**config.mk**
```make
export PLATFORM = sky130hd
export DESIGN_NAME = sprite_blitter
export DESIGN_NICKNAME = d
export VERILOG_FILES = /design/src/rtl/boxhead_gfx_pkg.sv /design/src/rtl/sprite_rom.sv /design/src/rtl/sprite_blitter.sv
export SDC_FILE = /design/constraint.sdc
export NUM_CORES = 1
export LEC_CHECK = 0
export CAP_MARGIN = 20
export CORE_UTILIZATION = 25
export DETAILED_ROUTE_END_ITERATION = 16
export PLACE_DENSITY = 0.47
export SLEW_MARGIN = 15
export SYNTH_ARGS = -nofsm -noshare
export SYNTH_HDL_FRONTEND = slang
export SYNTH_SLANG_ARGS = --single-unit
```
**constraint.sdc**
```tcl
create_clock -name clk -period 8.1 [get_ports clk]
set_input_delay 0.81 -clock clk [delete_from_list [all_inputs] [get_ports clk]]
set_output_delay 0.81 -clock clk [all_outputs]
set_load 0.01 [all_outputs]
```
**src/rtl/boxhead_gfx_pkg.sv**
```systemverilog
// Shared graphics definitions: blitter state encoding, screen geometry, colour key,
// and the sprite ROM image generator used by sprite_rom.
package boxhead_gfx_pkg;

    typedef enum logic [1:0] {
        IDLE  = 2'd0,
        DRAW  = 2'd1,
        FLUSH = 2'd2
    } blit_state_e;

    localparam int          SCREEN_W_PX   = 640;
    localparam int          SCREEN_H_PX   = 480;
    localparam logic [15:0] KEY_COLOR_565 = 16'hF81F;

    // Sprite image: 0 solid green, 1 blue with a keyed top-left pixel,
    // 2 grey with a white left column, others an asymmetric id/row/col pattern.
    function automatic logic [15:0] sprite_pixel(input int id, input int row, input int col);
        logic [15:0] pix;
        pix = 16'h0000;
        if (id == 0) begin
            pix = 16'h07E0;
        end else if (id == 1) begin
            pix = (row == 0 && col == 0) ? KEY_COLOR_565 : 16'h001F;
        end else if (id == 2) begin
            pix = (col == 0) ? 16'hFFFF : 16'h8410;
        end else if (((row + col + id) & 7) == 0) begin
            pix = KEY_COLOR_565;
        end else begin
            pix = {id[3:0], row[5:0], col[5:0]};
        end
        return pix;
    endfunction

endpackage

```
**src/rtl/sprite_rom.sv**
```systemverilog
// Synchronous single-port sprite ROM, one-cycle read latency.
// Contents come from boxhead_gfx_pkg::sprite_pixel, addressed as {id, row, col}.
module sprite_rom
    import boxhead_gfx_pkg::*;
#(
    parameter int SPRITE_W = 32,
    parameter int SPRITE_H = 32,
    parameter int SPRITE_N = 16,
    parameter int ADDR_W   = $clog2(SPRITE_N * SPRITE_W * SPRITE_H)
) (
    input  logic              clk,
    input  logic [ADDR_W-1:0] addr,
    output logic [15:0]       data
);

    localparam int COL_W = $clog2(SPRITE_W);
    localparam int ROW_W = $clog2(SPRITE_H);
    localparam int ID_W  = ADDR_W - ROW_W - COL_W;

    logic [15:0] data_d;
    logic [15:0] data_q;

    always_comb begin
        data_d = sprite_pixel(int'(addr[ADDR_W-1 -: ID_W]),
                              int'(addr[COL_W +: ROW_W]),
                              int'(addr[COL_W-1:0]));
    end

    always_ff @(posedge clk) begin
        data_q <= data_d;
    end

    assign data = data_q;

endmodule

```
**src/rtl/sprite_blitter.sv**
```systemverilog
// Sprite blitter: walks one sprite from ROM and streams clipped, colour-keyed pixels
// to the SRAM hidden-frame write port. Optional horizontal mirror under BLIT_FLIP_EN.
module sprite_blitter
    import boxhead_gfx_pkg::*;
#(
    parameter int          SPRITE_W  = 32,
    parameter int          SPRITE_H  = 32,
    parameter int          SPRITE_N  = 16,
    parameter int          SCREEN_W  = SCREEN_W_PX,
    parameter int          SCREEN_H  = SCREEN_H_PX,
    parameter logic [15:0] KEY_COLOR = KEY_COLOR_565
) (
    input  logic                        clk,
    input  logic                        reset_n,
    input  logic                        frame_clk,
    // A command transfers on any clk edge where cmd_valid and cmd_ready are both high;
    // cmd_ready is high exactly while IDLE and never depends on cmd_valid.
    input  logic                        cmd_valid,
    output logic                        cmd_ready,
    input  logic [9:0]                  cmd_x,
    input  logic [9:0]                  cmd_y,
    input  logic [$clog2(SPRITE_N)-1:0] cmd_id,
    input  logic                        cmd_flip,
    output logic [9:0]                  program_x,
    output logic [9:0]                  program_y,
    output logic [15:0]                 program_data,
    output logic                        done,
    output logic                        overrun,
    output logic [1:0]                  dbg_state
);

    localparam int COL_W  = $clog2(SPRITE_W);
    localparam int ROW_W  = $clog2(SPRITE_H);
    localparam int ID_W   = $clog2(SPRITE_N);
    localparam int ADDR_W = ID_W + ROW_W + COL_W;

    blit_state_e      state_q, state_d;
    logic [COL_W-1:0] col_q, col_d;
    logic [ROW_W-1:0] row_q, row_d;
    logic [9:0]       x_q, x_d;
    logic [9:0]       y_q, y_d;
    logic [ID_W-1:0]  id_q, id_d;
    logic             frame_q, frame_prev_q;
    logic             frame_edge;
    logic             pix_valid_q, pix_valid_d;
    logic [COL_W-1:0] pix_col_q, pix_col_d;
    logic [ROW_W-1:0] pix_row_q, pix_row_d;
    logic [9:0]       program_x_q, program_x_d;
    logic [9:0]       program_y_q, program_y_d;
    logic [15:0]      program_data_q, program_data_d;
    logic [COL_W-1:0] rom_col;
    logic [15:0]      rom_data;
    logic [10:0]      x_sum, y_sum;

`ifdef BLIT_FLIP_EN
    logic flip_q, flip_d;

    always_comb begin
        flip_d = flip_q;
        if (state_q == IDLE && cmd_valid) begin
            flip_d = cmd_flip;
        end
    end

    always_ff @(posedge clk) begin
        if (!reset_n) begin
            flip_q <= 1'b0;
        end else begin
            flip_q <= flip_d;
        end
    end

    // For a power-of-two width, W-1-col is the bitwise complement of col.
    assign rom_col = flip_q ? ~col_q : col_q;
`else
    logic unused_cmd_flip;
    assign unused_cmd_flip = cmd_flip;
    assign rom_col         = col_q;
`endif

    assign frame_edge = frame_q & ~frame_prev_q;

    sprite_rom #(
        .SPRITE_W (SPRITE_W),
        .SPRITE_H (SPRITE_H),
        .SPRITE_N (SPRITE_N),
        .ADDR_W   (ADDR_W)
    ) u_rom (
        .clk  (clk),
        .addr ({id_q, row_q, rom_col}),
        .data (rom_data)
    );

    always_comb begin
        state_d     = state_q;
        col_d       = col_q;
        row_d       = row_q;
        x_d         = x_q;
        y_d         = y_q;
        id_d        = id_q;
        pix_valid_d = 1'b0;
        pix_col_d   = col_q;
        pix_row_d   = row_q;
        unique case (state_q)
            IDLE: begin
                if (cmd_valid) begin
                    x_d     = cmd_x;
                    y_d     = cmd_y;
                    id_d    = cmd_id;
                    col_d   = '0;
                    row_d   = '0;
                    state_d = DRAW;
                end
            end
            DRAW: begin
                if (frame_edge) begin
                    state_d = IDLE;
                end else begin
                    pix_valid_d = 1'b1;
                    col_d       = col_q + COL_W'(1);
                    if (col_q == COL_W'(SPRITE_W - 1)) begin
                        row_d = row_q + ROW_W'(1);
                        if (row_q == ROW_W'(SPRITE_H - 1)) begin
                            state_d = FLUSH;
                        end
                    end
                end
            end
            FLUSH: begin
                state_d = IDLE;
            end
            default: begin
                state_d = IDLE;
            end
        endcase
    end

    // Write-back: only a visible, non-key pixel moves the outputs, so holding
    // re-presents the last pixel and never an unintended coordinate.
    always_comb begin
        program_x_d    = program_x_q;
        program_y_d    = program_y_q;
        program_data_d = program_data_q;
        x_sum          = {1'b0, x_q} + 11'(pix_col_q);
        y_sum          = {1'b0, y_q} + 11'(pix_row_q);
        if (pix_valid_q && !frame_edge && rom_data != KEY_COLOR &&
            x_sum < 11'(SCREEN_W) && y_sum < 11'(SCREEN_H)) begin
            program_x_d    = x_sum[9:0];
            program_y_d    = y_sum[9:0];
            program_data_d = rom_data;
        end
    end

    always_ff @(posedge clk) begin
        if (!reset_n) begin
            state_q        <= IDLE;
            col_q          <= '0;
            row_q          <= '0;
            x_q            <= '0;
            y_q            <= '0;
            id_q           <= '0;
            frame_q        <= 1'b0;
            frame_prev_q   <= 1'b0;
            pix_valid_q    <= 1'b0;
            pix_col_q      <= '0;
            pix_row_q      <= '0;
            program_x_q    <= '0;
            program_y_q    <= '0;
            program_data_q <= '0;
        end else begin
            state_q        <= state_d;
            col_q          <= col_d;
            row_q          <= row_d;
            x_q            <= x_d;
            y_q            <= y_d;
            id_q           <= id_d;
            frame_q        <= frame_clk;
            frame_prev_q   <= frame_q;
            pix_valid_q    <= pix_valid_d;
            pix_col_q      <= pix_col_d;
            pix_row_q      <= pix_row_d;
            program_x_q    <= program_x_d;
            program_y_q    <= program_y_d;
            program_data_q <= program_data_d;
        end
    end

    assign cmd_ready    = (state_q == IDLE);
    assign done         = (state_q == FLUSH) && !frame_edge;
    assign overrun      = (state_q != IDLE) && frame_edge;
    assign program_x    = program_x_q;
    assign program_y    = program_y_q;
    assign program_data = program_data_q;
    assign dbg_state    = state_q;

endmodule
```
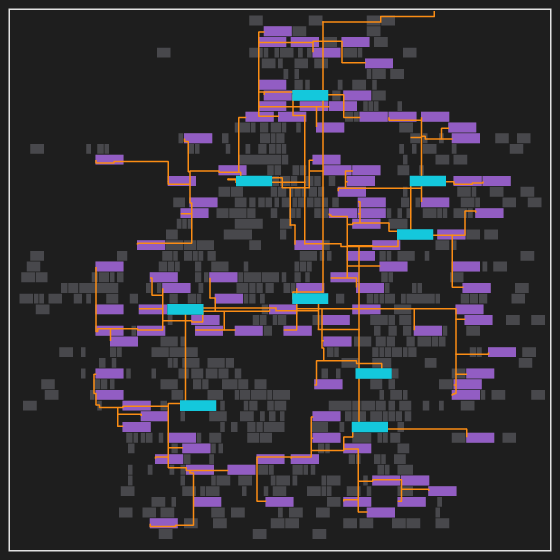
Run 1: clock network drawn from the DEF
Key: clock wires = orange [length 1320 um]; flip-flops = purple [count 101]; cells driving clock nets = cyan [count 9]
There are 10 routed clock nets.

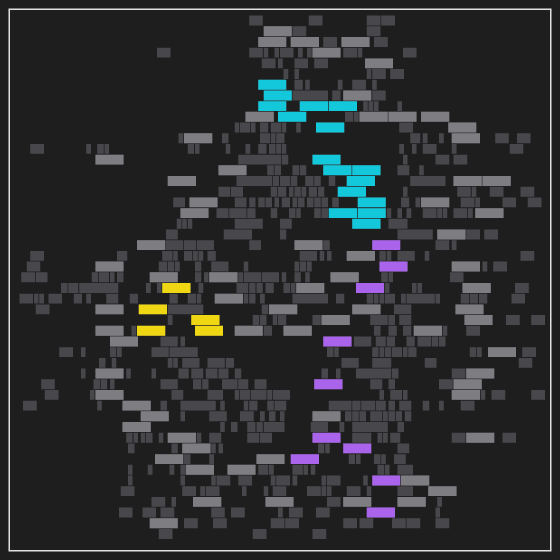
Run 1: sequential cells grouped by signal name
Other sequential cells in the stronger grey, the rest of the logic in the fainter grey.
Key: `pix_col_q` = yellow [placed flops 5]; `y_q` = purple [placed flops 10]; `u_rom.data` = cyan [placed flops 16]
Another 70 sequential cells are not coloured.

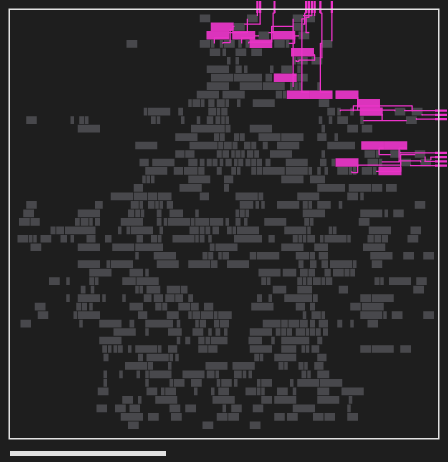
Run 1: wires at chosen ports, followed through buffers
Bar = 50 um.
Key: `program_data` = magenta [bits 16, direction output, end cells 16, wire 374 um]

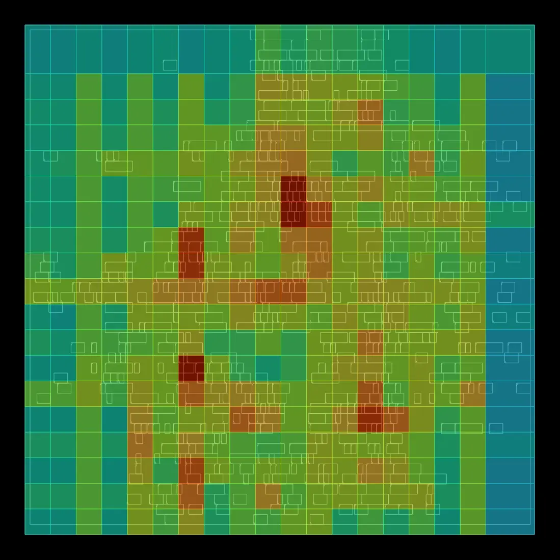
Run 1: routing congestion map
met3 GRT Util: 2.391%
total track usage: 12.25%

==> results_slide.txt, run 1 <==
Physical Implementation Snapshot

Outcome
  – Status: completed

GRT
  – Global-route wire length before repair: 17.94 mm
  – Initial antenna violation count: 0

STA
  – Clock skew: 0.008088 ns
  – Relative slew slack: 28.95%
  – Final Slew Violations: 0
  – Setup ws final: 5.008 ns
  – Min Clock Period, post-route: 3.092 ns

Critical path
  – Reg2Reg Depth: 10
  – Top cell by count, worst path: nor3b_1
  – Worst setup path start: reset_n
  – Largest delay share family, worst path: buffers and inverters
  – Startpoint types: input port

Power
  – Sw Share: 24.37%
  – Internal Power: 848.1 uW
  – Sw power: 273.2 uW
  – Logic power comb: 124 uW
  – P_leak: 0.002229 uW
  – Overall power: 1121 uW
  – Seq. pwr: 548 uW

Synthesis
  – Synth flops: 101
  – Top cell type's share of synthesized area: 44.17%
  – Syn avg cell area: 8.671 um^2
  – Area figure in the yosys stat output: 4578 um^2

Drt
  – Final WL: 11.02 mm

Clock network
  – Clk sinks: 101
  – Cts bufs inserted: 9

Die
  – IO Pins: 70
  – Starting density of the core: 25.49%

Placed design
  – Port-buffer cells: 68
  – Detailed Place HPWL: 7.983 mm

Layout
  – Most numerous logic cell after layout: nand2_1
  – Layout cells sized above 1: 5.317%
  – Most instantiated logic cells after routing: nand2_1 (122), dfxtp_1 (101), clkdlybuf4s50_1 (67)

Worst hold path
  – Hold path start: program_y[9]
Run 1, metal 1:
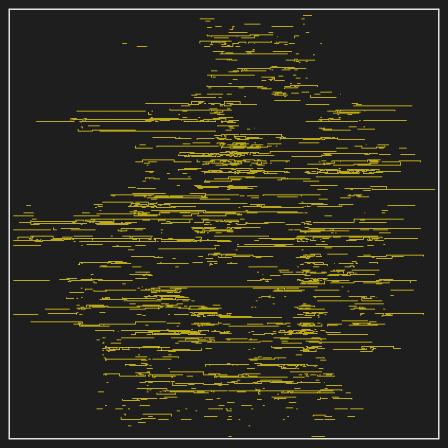

==> inputs of run 2 (changes only) <==
Clock period 8.1 ns to 2.92 ns, I/O delays scaled along.
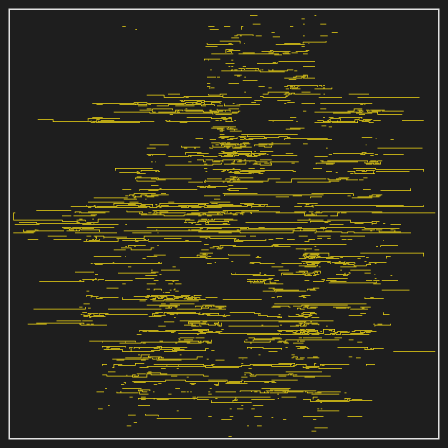
Run 2: metal 1
576 nets have wire on it. The layer holds 51% of the routed length. The layer carries 5590 um of wire. The wires run mostly horizontal.

==> results_slide.txt, run 2 <==
Physical Implementation Snapshot

Outcome
  – Status: completed

STA
  – Setup TNS: 0 ns
  – Min Clock Period, post-route: 2.674 ns
  – Relative slew slack: 49.13% (+20 points)
  – Final Slew Violations: 0 (unchanged)
  – Setup ws final: 0.2464 ns (-4.762 ns)
  – Endpoints failing hold: 0

Power
  – Sw Share: 24.64% (+0.27 points)
  – Sw power: 772.5 uW (+180%)
  – Seq. pwr: 1520 uW (+180%)
  – P_leak: 0.002273 uW (+1.9%)
  – Internal Power: 2363 uW (+180%)
  – Overall power: 3135 uW (+180%)
  – Logic power comb: 350 uW (+180%)

Critical path
  – Startpoint types: register
  – R2r endpoint: program_data[12]
  – Reg2Reg Depth: 11 (+1)
  – Largest delay share family, worst path: AND-OR/OR-AND gates
  – Reg2reg setup slack: 0.25 ns
  – Critical path, cell by cell: ha_1 > inv_1 > fa_1 > nor2b_1 > o221a_2 > o21bai_2 > a311oi_2 > nor3_4 > and2_4 > buf_12 > mux2i_1
  – Bufs and invs on worst path: 2
  – Critical Path Stages: 11

Layout
  – Layout clock area frac: 5.503%
  – Non-CTS buffers: 78
  – Most instantiated logic cells after routing: nand2_1 (122), dfxtp_1 (101), clkdlybuf4s50_1 (67)
  – Most numerous logic cell after layout: nand2_1
  – Layout cells sized above 1: 6.768% (+1.5 points)

Synthesis
  – Gate count after technology mapping: 528
  – Top cell type's share of synthesized area: 44.17% (unchanged)
  – Syn avg cell area: 8.671 um^2 (unchanged)
  – Top cells by count, synth: nand2_1 (122), dfxtp_1 (101), a21oi_1 (45)
  – Aoi share: 14.10%
  – Synth flops: 101 (unchanged)
  – Area figure in the yosys stat output: 4578 um^2 (unchanged)

GRT
  – Pin count of the biggest net entering global routing: 75
  – Met3 GRT Util: 2.097% (-0.29 points)
  – Total track usage: 12.22% (-0.029 points)
  – Global-route wire length before repair: 18.02 mm (+0.42%)

Worst hold path
  – Hold path start: reset_n

Drt
  – Final WL: 11.00 mm (-0.18%)
  – Antenna-violating nets left: 0

Placed design
  – Dpl cells: 804
  – Port-buffer cells: 68 (unchanged)
  – Detailed Place HPWL: 8.169 mm (+2.3%)

Clock network
  – Clk sinks: 101 (unchanged)
  – Cts bufs inserted: 9 (unchanged)
  – Post-CTS Hold Fix Bufs: 0

Die
  – IO Pins: 70 (unchanged)
  – Starting density of the core: 25.49% (unchanged)
Power and IR drop assume default switching activity.
